Run 1, selected gate families:
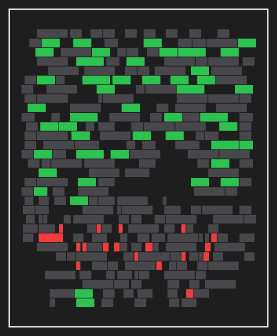
Run 1, the metal 1 layer:
Supply wires on this layer in gray.
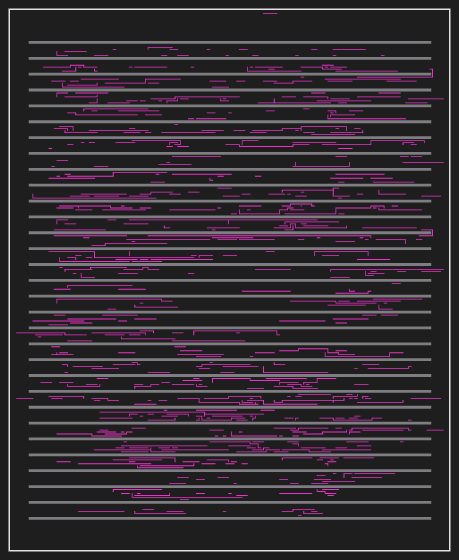
Run 1, PDN straps and rails:
Pins as bars on the die edge.
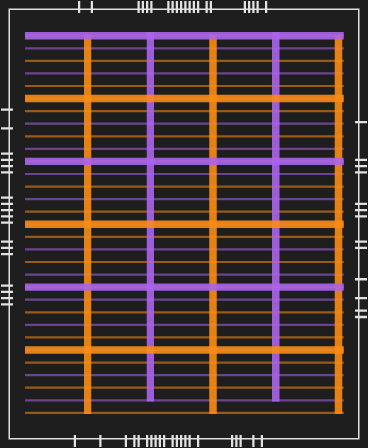
**src/rtl/wb_pkg.sv**
```systemverilog
// Writeback-stage shared definitions: result-source encodings and entry state.
// Shared with decode and the hazard unit.
package wb_pkg;

   localparam logic [1:0] SRC_ALU  = 2'd0;
   localparam logic [1:0] SRC_MEM  = 2'd1;
   localparam logic [1:0] SRC_LINK = 2'd2;
   localparam logic [1:0] SRC_IMM  = 2'd3;

   typedef enum logic {
      WB_EMPTY = 1'b0,
      WB_HELD  = 1'b1
   } wb_state_e;

endpackage

```
**src/rtl/wb_result_mux.sv**
```systemverilog
// Combinational 4:1 writeback result selector keyed by the wb_pkg source encodings.
module wb_result_mux
   import wb_pkg::*;
#(
   parameter int DATA_W = 8
)(
   input  logic [1:0]        sel,
   input  logic [DATA_W-1:0] alu,
   input  logic [DATA_W-1:0] mem,
   input  logic [DATA_W-1:0] link,
   input  logic [DATA_W-1:0] imm,
   output logic [DATA_W-1:0] result
);

   always_comb begin
      result = alu;
      case (sel)
         SRC_ALU:  result = alu;
         SRC_MEM:  result = mem;
         SRC_LINK: result = link;
         SRC_IMM:  result = imm;
         default:  result = alu;
      endcase
   end

endmodule

```
**src/rtl/writeback_unit.sv**
```systemverilog
// MEM/WB stage: one-entry holding register driving the RF write port, with retire counter.
// Define WB_FWD_EN to add the fwd_valid / fwd_rd / fwd_data forwarding outputs.
module writeback_unit
   import wb_pkg::*;
#(
   parameter int DATA_W     = 8,
   parameter int REG_ADDR_W = 3,
   parameter int CNT_W      = 16,
   parameter int ZERO_REG   = 1
)(
   input  logic                  clk,
   input  logic                  reset_n,
   input  logic                  flush,
   input  logic                  in_valid,
   output logic                  in_ready,
   input  logic [1:0]            in_result_src,
   input  logic                  in_reg_write,
   input  logic [REG_ADDR_W-1:0] in_rd,
   input  logic [DATA_W-1:0]     in_alu_result,
   input  logic [DATA_W-1:0]     in_link,
   input  logic [DATA_W-1:0]     in_imm,
   input  logic [DATA_W-1:0]     mem_rdata,
   input  logic                  rf_ready,
   output logic                  rf_we,
   output logic [REG_ADDR_W-1:0] rf_waddr,
   output logic [DATA_W-1:0]     rf_wdata,
   output logic [CNT_W-1:0]      retire_count,
   output wb_state_e             state_dbg
`ifdef WB_FWD_EN
   ,
   output logic                  fwd_valid,
   output logic [REG_ADDR_W-1:0] fwd_rd,
   output logic [DATA_W-1:0]     fwd_data
`endif
);

   // Handshake: an entry transfers on any cycle where in_valid and in_ready are both
   // high; in_ready never depends on in_valid, and flush blocks transfer that cycle.

   wb_state_e             state_q, state_d;
   logic                  v_q, first_q, we_q;
   logic                  commit, accept, zero_hit;
   logic [1:0]            src_q;
   logic [REG_ADDR_W-1:0] rd_q;
   logic [DATA_W-1:0]     alu_q, link_q, imm_q, mem_q, mem_sel, result;
   logic [CNT_W-1:0]      cnt_q;

   assign v_q = (state_q == WB_HELD);

   always_ff @(posedge clk or negedge reset_n) begin
      if (!reset_n) state_q <= WB_EMPTY;
      else          state_q <= state_d;
   end

   always_comb begin
      state_d = state_q;
      case (state_q)
         WB_EMPTY: if (accept) state_d = WB_HELD;
         WB_HELD: begin
            if (flush)                  state_d = WB_EMPTY;
            else if (commit && !accept) state_d = WB_EMPTY;
         end
         default: state_d = WB_EMPTY;
      endcase
   end

   always_comb begin
      commit   = v_q & rf_ready & ~flush;
      in_ready = ~flush & (~v_q | commit);
      accept   = in_valid & in_ready;
      rf_we    = commit & we_q & ~zero_hit;
   end

   assign zero_hit = (ZERO_REG != 0) && (rd_q == '0);

   // Load data is only presented in the cycle after acceptance; mem_q keeps it for stalls.
   always_ff @(posedge clk or negedge reset_n) begin
      if (!reset_n) begin
         first_q <= 1'b0;
         src_q   <= SRC_ALU;
         we_q    <= 1'b0;
         rd_q    <= '0;
         alu_q   <= '0;
         link_q  <= '0;
         imm_q   <= '0;
         mem_q   <= '0;
         cnt_q   <= '0;
      end else begin
         first_q <= accept;
         if (first_q) mem_q <= mem_rdata;
         if (accept) begin
            src_q  <= in_result_src;
            we_q   <= in_reg_write;
            rd_q   <= in_rd;
            alu_q  <= in_alu_result;
            link_q <= in_link;
            imm_q  <= in_imm;
         end
         if (commit) cnt_q <= cnt_q + CNT_W'(1);
      end
   end

   assign mem_sel = first_q ? mem_rdata : mem_q;

   wb_result_mux #(.DATA_W(DATA_W)) u_result_mux (
      .sel    (src_q),
      .alu    (alu_q),
      .mem    (mem_sel),
      .link   (link_q),
      .imm    (imm_q),
      .result (result)
   );

   // Entry registers only change on accept, so an empty stage keeps showing the last entry.
   assign rf_waddr     = rd_q;
   assign rf_wdata     = result;
   assign retire_count = cnt_q;
   assign state_dbg    = state_q;

`ifdef WB_FWD_EN
   assign fwd_valid = v_q & we_q & ~flush;
   assign fwd_rd    = rd_q;
   assign fwd_data  = result;
`endif

endmodule

```
**config.mk**
```make
export PLATFORM = sky130hd
export DESIGN_NAME = writeback_unit
export DESIGN_NICKNAME = d
export VERILOG_FILES = /design/src/rtl/wb_pkg.sv /design/src/rtl/wb_result_mux.sv /design/src/rtl/writeback_unit.sv
export SDC_FILE = /design/constraint.sdc
export NUM_CORES = 1
export LEC_CHECK = 0
export CORE_ASPECT_RATIO = 1.25
export CORE_MARGIN = 3
export CORE_UTILIZATION = 43
export DETAILED_ROUTE_END_ITERATION = 8
export PLACE_DENSITY = 0.76
export SYNTH_ARGS = -nofsm -noshare
export SYNTH_HDL_FRONTEND = slang
export SYNTH_SLANG_ARGS = --single-unit
```
**constraint.sdc**
```tcl
create_clock -name clk -period 1.8 [get_ports clk]
set_input_delay 0.36 -clock clk [delete_from_list [all_inputs] [get_ports clk]]
set_output_delay 0.36 -clock clk [all_outputs]
set_load 0.03 [all_outputs]
```
==> Slide: Implementation Results, run 1 <==
Synthesis and Place & Route Summary

Run status
  – Outcome: complete, but fails checks
  – Failing checks: setup timing

Layout
  – Logic area: 1130 sq um
  – Commonest non-fill, non-tap cells in the layout: dfrtp_1 (56), clkdlybuf4s50_1 (43), mux2_4 (36)
  – ANT cells: 0
  – Flop area: 1400 sq um
  – Layout area overhead: 40.8%
  – Share of cells above drive strength 1: 35.5%
  – Nets: about 300
  – Filler cell count in the final layout: 441

Yosys
  – Synthesized instance count: 164
  – Syn Nets: 208
  – Syn avg cell area: 15.7 sq um
  – Yosys reg bits: 56
  – Register share after synthesis: ~54%
  – Area figure in the yosys stat output: roughly 2600 sq um
  – Yosys cell count: 164
  – Syn Std Cell Area: between 2000 and 3000 sq um
  – Synth cell types: 27
  – Ys Warns: 0

Clock network
  – Late-Pin Clk Latency: 0.30 ns
  – CTS Sinks: 56
  – TritonCTS clock tree: done
  – H-tree levels: 2
  – CTS max path bufs: 2
  – Root Driver: clkbuf_8
  – CTS buffer count: 5
  – Hold buffers post-CTS: 0
  – Worst-path clk slew: 0.09 ns

Placement
  – PortBufs: 72
  – Placer Congestion: 0.746
  – Post-DP HPWL: ~3.7 mm

Power
  – Sw frac: 29.6%
  – Comb pwr share: about a third
  – Psw: 1.02 mW
  – Clk network pwr share: 20.1%
  – Leakage: 1.80 nW
  – Internal power: ~2.4 mW
  – Power consumption: around 3.4 mW
  – Pwr Density: ~950 nW/um^2
  – Sequential power share: roughly 46%

Min path
  – Hold Path Class: in2async

Floorplan
  – Chip area: ~7000 sq um
  – Ports: around 73
  – Placement row count: 30
  – Floorplan core density: 45.8%

GRT
  – Total grt overflow: 0
  – Vias in the first global route: 1,627
  – Largest net degree at the start of global routing: between 50 and 60
  – Initial antenna violation count: 0
  – Gr usage total: 14.9%
  – First-pass GRT wire length: 7.92 mm

Setup path
  – Worst R2R Setup Slack: approximately 0.32 ns
  – CP Capture Type: output pin
  – Worst Setup Start Kind: flip-flop
  – FF-to-FF path depth: 5
  – CP arrival: 1.80 ns
  – WP data required: about 1.4 ns
  – Critical path class: reg2out
  – CP max FO: 4
  – Worst setup startpoint: first_q
  – RR Endpoint: link_q[7]
  – Worst r2r src: state_dbg

Timing
  – Hold WS: 0.0361 ns
  – Post-route setup slack: -0.360 ns
  – Final Max-Slew Violation Tally: 0
  – Rel. slew slack: just over 70%
  – Worst-Margin Slew: 0.417 ns
  – Achievable frequency: about 460 MHz
  – Crit path time final: roughly 2.2 ns
  – Setup Skew: 0.00605 ns
  – Tcrit/Tclk final: 120%
  – Setup violators final: 8
  – RSZ-0062 raised after global routing: yes
  – Final hold vios: 0

Route
  – Routed len/inst: approximately 16 um
  – DR vias/cell: 4.89
  – Overall via count from detail_route: 1,565
  – Drc violations: 0
  – Detail Route Antenna Nets: 0
  – Pre-antenna DRT Iters: 3
  – Total Routed Length: about 5 mm
  – Detailed Route Iter0 Violations: 60

Flow run
  – Tool warning count: 28
  – Max cap viols: 0
Notes on 'selected gate families' above:
legend:
  green:
    family: mux cells
    cells: 46
    most_used: mux2_4
  red:
    family: nand cells
    cells: 18
    most_used: nand2_1
Final Non-Filler Cells: 320
combinational share of cell area: 31.1%
Top cell excl fill/tap: dfrtp_1

Notes on 'the metal 1 layer' above:
nets with wire on the layer: 260
longest straight run: 38.2 um
share of all routed wire: 44%
main direction: horizontal

Notes on 'PDN straps and rails' above:
legend:
  orange:
    net: VSS
  purple:
    net: VDD
met1 rails: 31
met4 straps: 5
CORE AREA: 5630 sq um
die height: 92.6 um
die span in x: 75.3 um
worst vdd ir: 0.446 mV

run 1: routing by layer:
layer	vias up	GRT usage [%]	part of all wire [%]
met4	0	4.37	0.78
met2	37	24.2	51
li1	757	-	-
met3	2	3.47	3.7
met5	-	0	0
met1	769	19.4	44
run 1: synth_stat cells (all sizes together):
master,instances,area [sq um]
mux2,38,537
nand3b,1,20.0
nor3,2,15.0
and3,2,12.5
mux4,8,180
dfrtp,56,1400
or2,2,12.5
buf,6,80.1
and4,2,17.5
nand2,9,33.8
nor2b,1,13.8
nor2,9,36.3
nand3,6,30.0
clkbuf,1,3.75
ha,1,12.5
xnor2,8,70.1
o311a,1,10.0
and2,1,8.76
nand4,2,12.5
xor2,7,61.3
or3,1,11.3
run 1: what timing repair did:
item	in CTS	in global routing
resized	65	19
buffers inserted	0	1
pin swaps	0	0
setup endpoints to repair	17	17
run 1: layout make-up:
type	count	share of cell area, %
sequential	56	38.6
timing repair buffer	91	25.7
tap	64	2.20
multi-input combinational	101	31.1
clock buffer	8	2.48
run 1: registers in the layout, indices dropped and copies added (netlist names):
name and count:
src_q 2, we_q 1, link_q 8, mem_q 8, imm_q 8, state_dbg 1
first_q 1, retire_count 16, rf_waddr 3, alu_q 8
run 1: logic make-up after synthesis:
group	share of synthesized area (%)
buffers and inverters	3.25
AND-OR/OR-AND	0.388
XOR/XNOR	5.09
AND/OR/NAND/NOR	8.68
adder cells (fa/ha/maj)	0.485
flip-flops	54.3
multiplexers	27.8
run 1: worst max path at each step:
stage,to,slack [ns],depth (start not counted)
6_report,rf_wdata[6],-0.36,4
5_1_grt,rf_wdata[2],-0.41,4
4_1_cts,rf_wdata[6],-0.37,4
3_5_place_dp,rf_wdata[6],-0.68,4
3_3_place_gp,rf_wdata[6],-0.69,4
2_1_floorplan,rf_wdata[0],0.05,3
run 1: power by group through the flow:
| stage | Sequential [mW] | Combinational [mW] | Clock (mW) |
|---|---|---|---|
| 2_1_floorplan | 1.67 | 0.589 | 0 |
| 3_3_place_gp | 1.60 | 1.12 | 0 |
| 3_5_place_dp | 1.62 | 1.14 | 0 |
| 4_1_cts | 1.59 | 1.15 | 0.714 |
| 5_1_grt | 1.62 | 1.23 | 0.753 |
| 6_report | 1.59 | 1.16 | 0.693 |
run 1: worst max-delay path: stages (launching register included):
cell	delay, ns
dfrtp_1	0.42
buf_6	0.15
mux2_4	0.30
mux4_2	0.48
buf_6	0.16
run 1: per-stage QoR:
| stage | instance area (sq um) | util [%] | std cells | setup WS, ns | setup TNS, ns |
|---|---|---|---|---|---|
| floorplan | 2590 | - | 164 | 0.0530 | 0 |
| global placement | 3480 | 61.8 | 311 | -0.692 | -8.60 |
| global route | 3630 | 64.5 | 320 | -0.414 | -3.22 |
| detailed placement | 3480 | 61.8 | 311 | -0.683 | -8.97 |
| CTS | 3570 | 63.3 | 319 | -0.366 | -2.83 |
| finish | 3630 | 64.5 | 320 | -0.360 | -2.73 |
## Run 2: what changed since run 1
Settings changed: CORE_MARGIN 3 to 2, CORE_UTILIZATION 43 to 44, CTS_BUF_LIST set to sky130_fd_sc_hd__clkbuf_8, PLACE_DENSITY 0.76 to 0.78.
Run 2, sequential cells colored by netlist name:
Other sequential cells in the stronger gray, the rest of the logic in the fainter gray.
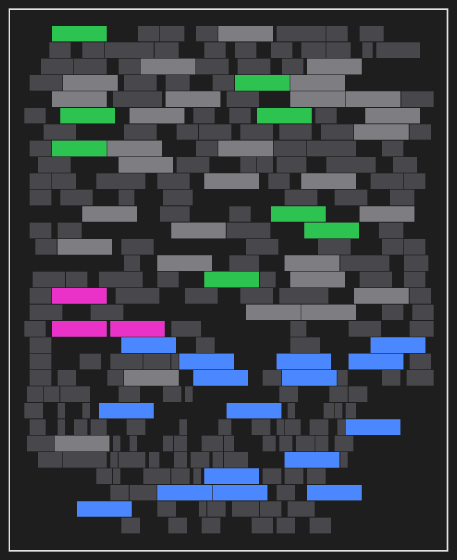
legend:
  green:
    netlist_name: `link_q`
    flops: 8
  magenta:
    netlist_name: `rf_waddr`
    flops: 3
  blue:
    netlist_name: `retire_count`
    flops: 16
not colored: 29
final core utilization: 62.3%
Seq. pwr: 1.58 mW
Flop area: 1400 sq um

Run 2, selected gate families:
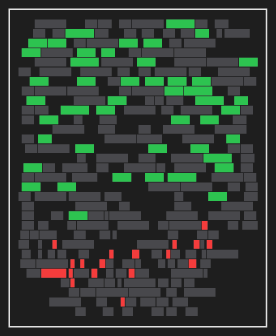
legend:
  green:
    family: mux cells
    cells: 46
    most_used: mux2_4
  red:
    family: nand cells
    cells: 18
    most_used: nand2_1

Run 2, the clock network:
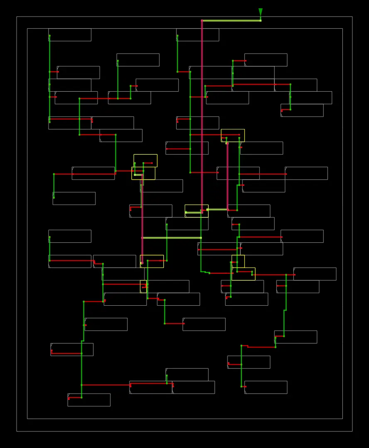
clkbuf count: 6
Power Clock: 694 uW
Setup Skew: 0.00978 ns
Late-Pin Clk Latency: 0.30 ns

==> Slide: Implementation Results, run 2 <==
Synthesis and Place & Route Summary

Timing
  – RSZ-0062 raised after global routing: yes
  – Hold WS: 0.0310 ns (-0.00510 ns)
  – Achievable frequency: 465 MHz (+0.36%)
  – Worst-Margin Slew: 0.408 ns (-0.00839 ns)
  – Setup violators final: 8 (unchanged)
  – Rel. slew slack: 72.8% (+0.56 points)
  – Post-route setup slack: -0.353 ns (+0.00776 ns)
  – Final Max-Slew Violation Tally: 0 (unchanged)
  – Final setup TNS: -2.71 ns (+0.0247 ns)
  – Crit path time final: 2.15 ns (-0.00776 ns)
  – Tcrit/Tclk final: 120% (-0.43 points)

Setup path
  – CP arrival: 1.79 ns (about the same)
  – FF-to-FF path depth: 5 (unchanged)
  – CP max FO: 8 (+4)
  – Critical path class: reg2out
  – CP Capture Type: output pin
  – Worst setup startpoint: first_q
  – Worst Setup Start Kind: flip-flop
  – Worst r2r src: state_dbg
  – WP data required: 1.44 ns (about the same)

Layout
  – ANT cells: 0 (unchanged)
  – Commonest non-fill, non-tap cells in the layout: dfrtp_1 (56), clkdlybuf4s50_1 (45), mux2_4 (33)
  – Max reg flops: 16 (unchanged)
  – Share of cells above drive strength 1: 34.7% (-0.89 points)
  – Design area: 3580 sq um (-1.5%)
  – Final Non-Filler Cells: 317 (-0.94%)
  – Top cell excl fill/tap: dfrtp_1
  – Nets: 294 (-1.7%)

Clock network
  – TritonCTS clock tree: done
  – Postcts setup bufs: 0 (unchanged)
  – Post-CTS Resized: 66 (+1.5%)
  – CTS max path bufs: 2 (unchanged)
  – CTS Sinks: 56 (unchanged)
  – CTS buffer count: 5 (unchanged)

Floorplan
  – Die height: 89.6 um (-3.2%)
  – Ports: 73 (unchanged)
  – Placement row count: 31 (+3.3%)
  – CORE AREA: 5740 sq um (+2.0%)
  – Chip area: 6500 sq um (-6.8%)
  – Floorplan core density: 44.9% (-0.88 points)

Yosys
  – Largest type area fraction: 54.3% (unchanged)
  – Synth cell types: 27 (unchanged)
  – Area figure in the yosys stat output: 2580 sq um (unchanged)
  – Fraction of registers with async set/reset: 100% (unchanged)
  – Syn avg cell area: 15.7 sq um (unchanged)
  – Commonest flop: dfrtp_1
  – EDFF count, synth: 0 (unchanged)
  – Synthesized instance count: 164 (unchanged)
  – Syn Nets: 208 (unchanged)
  – Yosys top cell by area: dfrtp_1
  – Yosys cell count: 164 (unchanged)
  – Synth area leaders: dfrtp_1 (54%), mux2_4 (17%), mux4_2 (7.0%)
  – Syn Std Cell Area: 2580 sq um (unchanged)

GRT
  – Total grt overflow: 0 (unchanged)
  – Initial antenna violation count: 0 (unchanged)
  – First-pass GRT wire length: 7.53 mm (-5.0%)
  – Gr usage total: 15.1% (+0.22 points)
  – Largest net degree at the start of global routing: 57 (unchanged)

Route
  – Total Routed Length: 4.81 mm (-4.2%)
  – Overall via count from detail_route: 1,610 (+2.9%)
  – DR vias/cell: 5.08 (+3.8%)
  – Detail Route Antenna Nets: 0 (unchanged)
  – Pre-antenna DRT Iters: 4 (+1)
  – Routed len/inst: 15.2 um (-3.3%)

Placement
  – Post-DP HPWL: 3.50 mm (-5.1%)
  – Post-Place Worst Slack: -0.673 ns (+0.00918 ns)
  – Cells after DPL: 309 (-0.64%)
  – Placer Congestion: 0.777 (+4.2%)
  – PortBufs: 72 (unchanged)

Power
  – Leakage: 1.73 nW (-3.6%)
  – Pwr Density: 950 nW/um^2 (+0.25%)
  – Worst vdd ir: 0.466 mV (+4.4%)

Flow run
  – Tool warning count: 28 (unchanged)
  – Max cap viols: 0 (unchanged)

Run status
  – Outcome: complete, but fails checks
  – Failing checks: setup timing
==> run 2: cell counts after synthesis <==
Identical to the previous run, type by type.
==> run 2: worst max-delay path: stages (launching register included) <==
cell     delay (ns)
dfrtp_1        0.40
buf_12         0.15
mux2_4         0.30
mux4_2         0.48
buf_6          0.16
==> run 2: cell type report <==
type	instances	area, sq um	area share (%)
well taps	66	82.6	2.31
clock inverters	2	11.3	0.315
multi-input cells	101	1120	31.2
clock buffers	6	82.6	2.31
repair buffers	86	882	24.7
flip-flops and latches	56	1400	39.2
==> run 2: cell families (layout without fill, tap and decap cells) <==
logic type / after synthesis / count (layout) / synth area share [%]
compound gates: 1 / 1 / 0.388
xor+xnor: 15 / 15 / 5.09
fa+ha+maj: 1 / 1 / 0.485
buf+inv: 7 / 94 / 3.25
flops: 56 / 56 / 54.3
mux: 46 / 46 / 27.8
simple gates: 38 / 38 / 8.68
==> run 2: layer usage <==
metal | part of all wire [%] | global-route usage, % | wire length (um)
met5 | 0 | 0 | 0
met4 | 1.6 | 6.57 | 77
met3 | 3.9 | 2.34 | 188
met2 | 51 | 24.0 | 2440
met1 | 44 | 20.7 | 2110
==> run 2: worst min path at each step <==
stage / end / cells after the start
global placement: mem_q[6] / 2
CTS: alu_q[2] / 2
global route: mem_q[6] / 2
floorplan: alu_q[0] / 0
finish: mem_q[6] / 2
detailed placement: alu_q[2] / 2
==> run 2: report_power, final <==
group          internal, mW  switching, mW
registers              1.44          0.137
clock network         0.308          0.387
logic                 0.638          0.486
total                  2.39           1.01
## Run 3: what changed since run 2
Settings changed: GPL_ROUTABILITY_DRIVEN set to 0.
Run 3, the clock network:
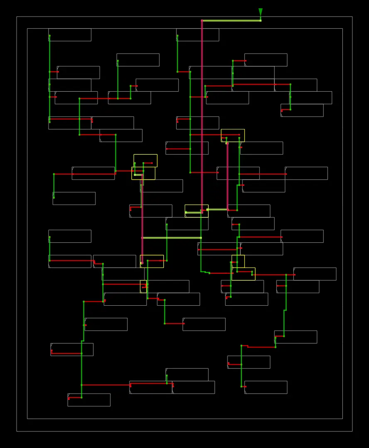
seq_cells: 56
CTS Sinks: 56
CTS buffer count: 5

Run 3, PDN straps and rails:
Pins as bars on the die edge.
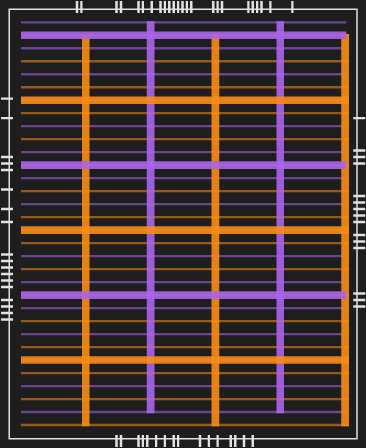
legend:
  orange:
    net: VSS
  purple:
    net: VDD
met5 straps: 6
signal pins: 73
met4 straps: 5
met1 rails: 32
rows: 31

Run 3, sequential cells colored by netlist name:
Other sequential cells in the stronger gray, the rest of the logic in the fainter gray.
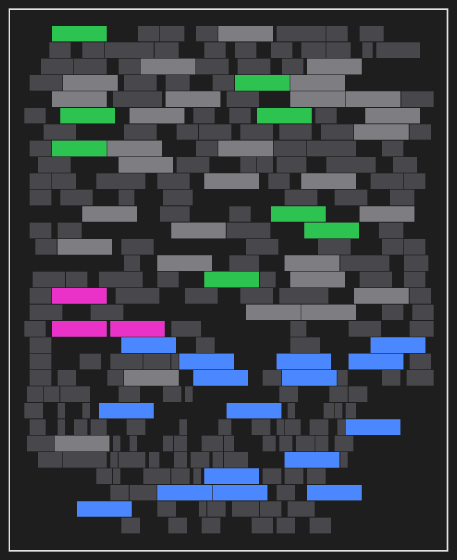
legend:
  magenta:
    netlist_name: `rf_waddr`
    flops: 3
  blue:
    netlist_name: `retire_count`
    flops: 16
  green:
    netlist_name: `link_q`
    flops: 8
not colored: 29
flop share of the area: 39.2%

==> Slide: Implementation Results, run 3 <==
Synthesis and Place & Route Summary

Yosys
  – EDFF count, synth: 0 (unchanged)
  – Syn avg cell area: 15.7 sq um (unchanged)
  – Syn Nets: 208 (unchanged)
  – Yosys top cell by area: dfrtp_1
  – Fraction of registers with async set/reset: 100% (unchanged)
  – Commonest flop: dfrtp_1
  – Yosys cell count: 164 (unchanged)
  – Syn Std Cell Area: 2580 sq um (unchanged)
  – Largest type area fraction: 54.3% (unchanged)

Run status
  – Failing checks: setup timing
  – Outcome: complete, but fails checks

Layout
  – ANT cells: 0 (unchanged)
  – Share of cells above drive strength 1: 34.7% (unchanged)
  – Nets: 294 (unchanged)
  – Final core utilization: 62.3% (unchanged)
  – Commonest non-fill, non-tap cells in the layout: dfrtp_1 (56), clkdlybuf4s50_1 (45), mux2_4 (33)
  – Flop area: 1400 sq um (unchanged)
  – Logic area: 1120 sq um (unchanged)
  – Max reg flops: 16 (unchanged)
  – Top cell excl fill/tap: dfrtp_1

Floorplan
  – Ports: 73 (unchanged)
  – Placement row count: 31 (unchanged)
  – Die height: 89.6 um (unchanged)
  – CORE AREA: 5740 sq um (unchanged)

Clock network
  – TritonCTS clock tree: done
  – CTS max path bufs: 2 (unchanged)
  – Late-Pin Clk Latency: 0.30 ns (about the same)
  – Postcts setup bufs: 0 (unchanged)

Timing
  – Achievable frequency: 465 MHz (unchanged)
  – Final setup TNS: -2.71 ns (unchanged)
  – Tcrit/Tclk final: 120% (unchanged)
  – Final Max-Slew Violation Tally: 0 (unchanged)
  – Rel. slew slack: 72.8% (unchanged)
  – Post-route setup slack: -0.353 ns (unchanged)
  – Setup violators final: 8 (unchanged)
  – RSZ-0062 raised after global routing: yes

Power
  – Worst vdd ir: 0.466 mV (unchanged)
  – Leakage: 1.73 nW (unchanged)
  – Pwr Density: 950 nW/um^2 (unchanged)

Placement
  – PortBufs: 72 (unchanged)

Setup path
  – CP arrival: 1.79 ns (about the same)
  – WP data required: 1.44 ns (about the same)
  – Critical path class: reg2out
  – CP max FO: 8 (unchanged)

Route
  – Overall via count from detail_route: 1,610 (unchanged)
  – DR vias/cell: 5.08 (unchanged)
  – Total Routed Length: 4.81 mm (unchanged)
  – Detail Route Antenna Nets: 0 (unchanged)
  – Pre-antenna DRT Iters: 4 (unchanged)
  – Routed len/inst: 15.2 um (unchanged)

Flow run
  – Tool warning count: 28 (unchanged)

GRT
  – Initial antenna violation count: 0 (unchanged)
  – Largest net degree at the start of global routing: 57 (unchanged)
  – Gr usage total: 15.1% (unchanged)
  – Total grt overflow: 0 (unchanged)
==> run 3: final timing paths <==
path                       cells after the start              from               end
min in group clk                               2             flush         state_dbg
max in group asynchronous                      2           reset_n  retire_count[10]
setup / recovery                               4           first_q       rf_wdata[7]
hold / removal                                 2           reset_n          mem_q[6]
hold reg to reg                                1  retire_count[15]  retire_count[15]
setup reg to reg                               5         state_dbg          imm_q[0]
==> run 3: area by class of cell <==
class,instances,share of cell area [%]
clock buffers,6,2.31
well taps,66,2.31
flip-flops and latches,56,39.2
multi-input cells,101,31.2
clock inverters,2,0.315
repair buffers,86,24.7
==> run 3: stage by stage <==
stage | power (mW) | setup WS, ns | cell area [sq um]
6_report | 3.40 | -0.353 | 3580
2_1_floorplan | 2.26 | 0.0530 | 2590
4_1_cts | 3.45 | -0.365 | 3550
5_1_grt | 3.58 | -0.396 | 3580
3_5_place_dp | 2.73 | -0.673 | 3450
3_3_place_gp | 2.70 | -0.673 | 3450
==> run 3: cell families after synthesis <==
logic type	synth area share, %
AOI/OAI and AO/OA	0.388
adders and majority gates	0.485
DFF	54.3
and+or+nand+nor	8.68
buffers and inverters	3.25
xor gates and xnor gates	5.09
muxes	27.8
==> run 3: timing repair <==
action	in CTS	in global routing
gates cloned	0	0
endpoints found under the setup margin	17	15
gates resized	66	11
==> run 3: critical path: stages (launching register included) <==
cell,delay [ns]
dfrtp_1,0.40
buf_12,0.15
mux2_4,0.30
mux4_2,0.48
buf_6,0.16
==> run 3: layer usage <==
metal / global-route usage [%] / part of all wire [%] / up-vias
met3: 2.34 / 3.9 / 9
met5: 0 / 0 / -
li1: - / - / 750
met1: 20.7 / 44 / 809
met4: 6.57 / 1.6 / 0
met2: 24.0 / 51 / 42
==> run 3: power by group <==
part           total (mW)  switching, mW  internal (mW)
registers            1.58          0.137           1.44
logic                1.12          0.486          0.638
clock network       0.694          0.387          0.308
No activity file was given, so power comes from the tool's default toggle rates.
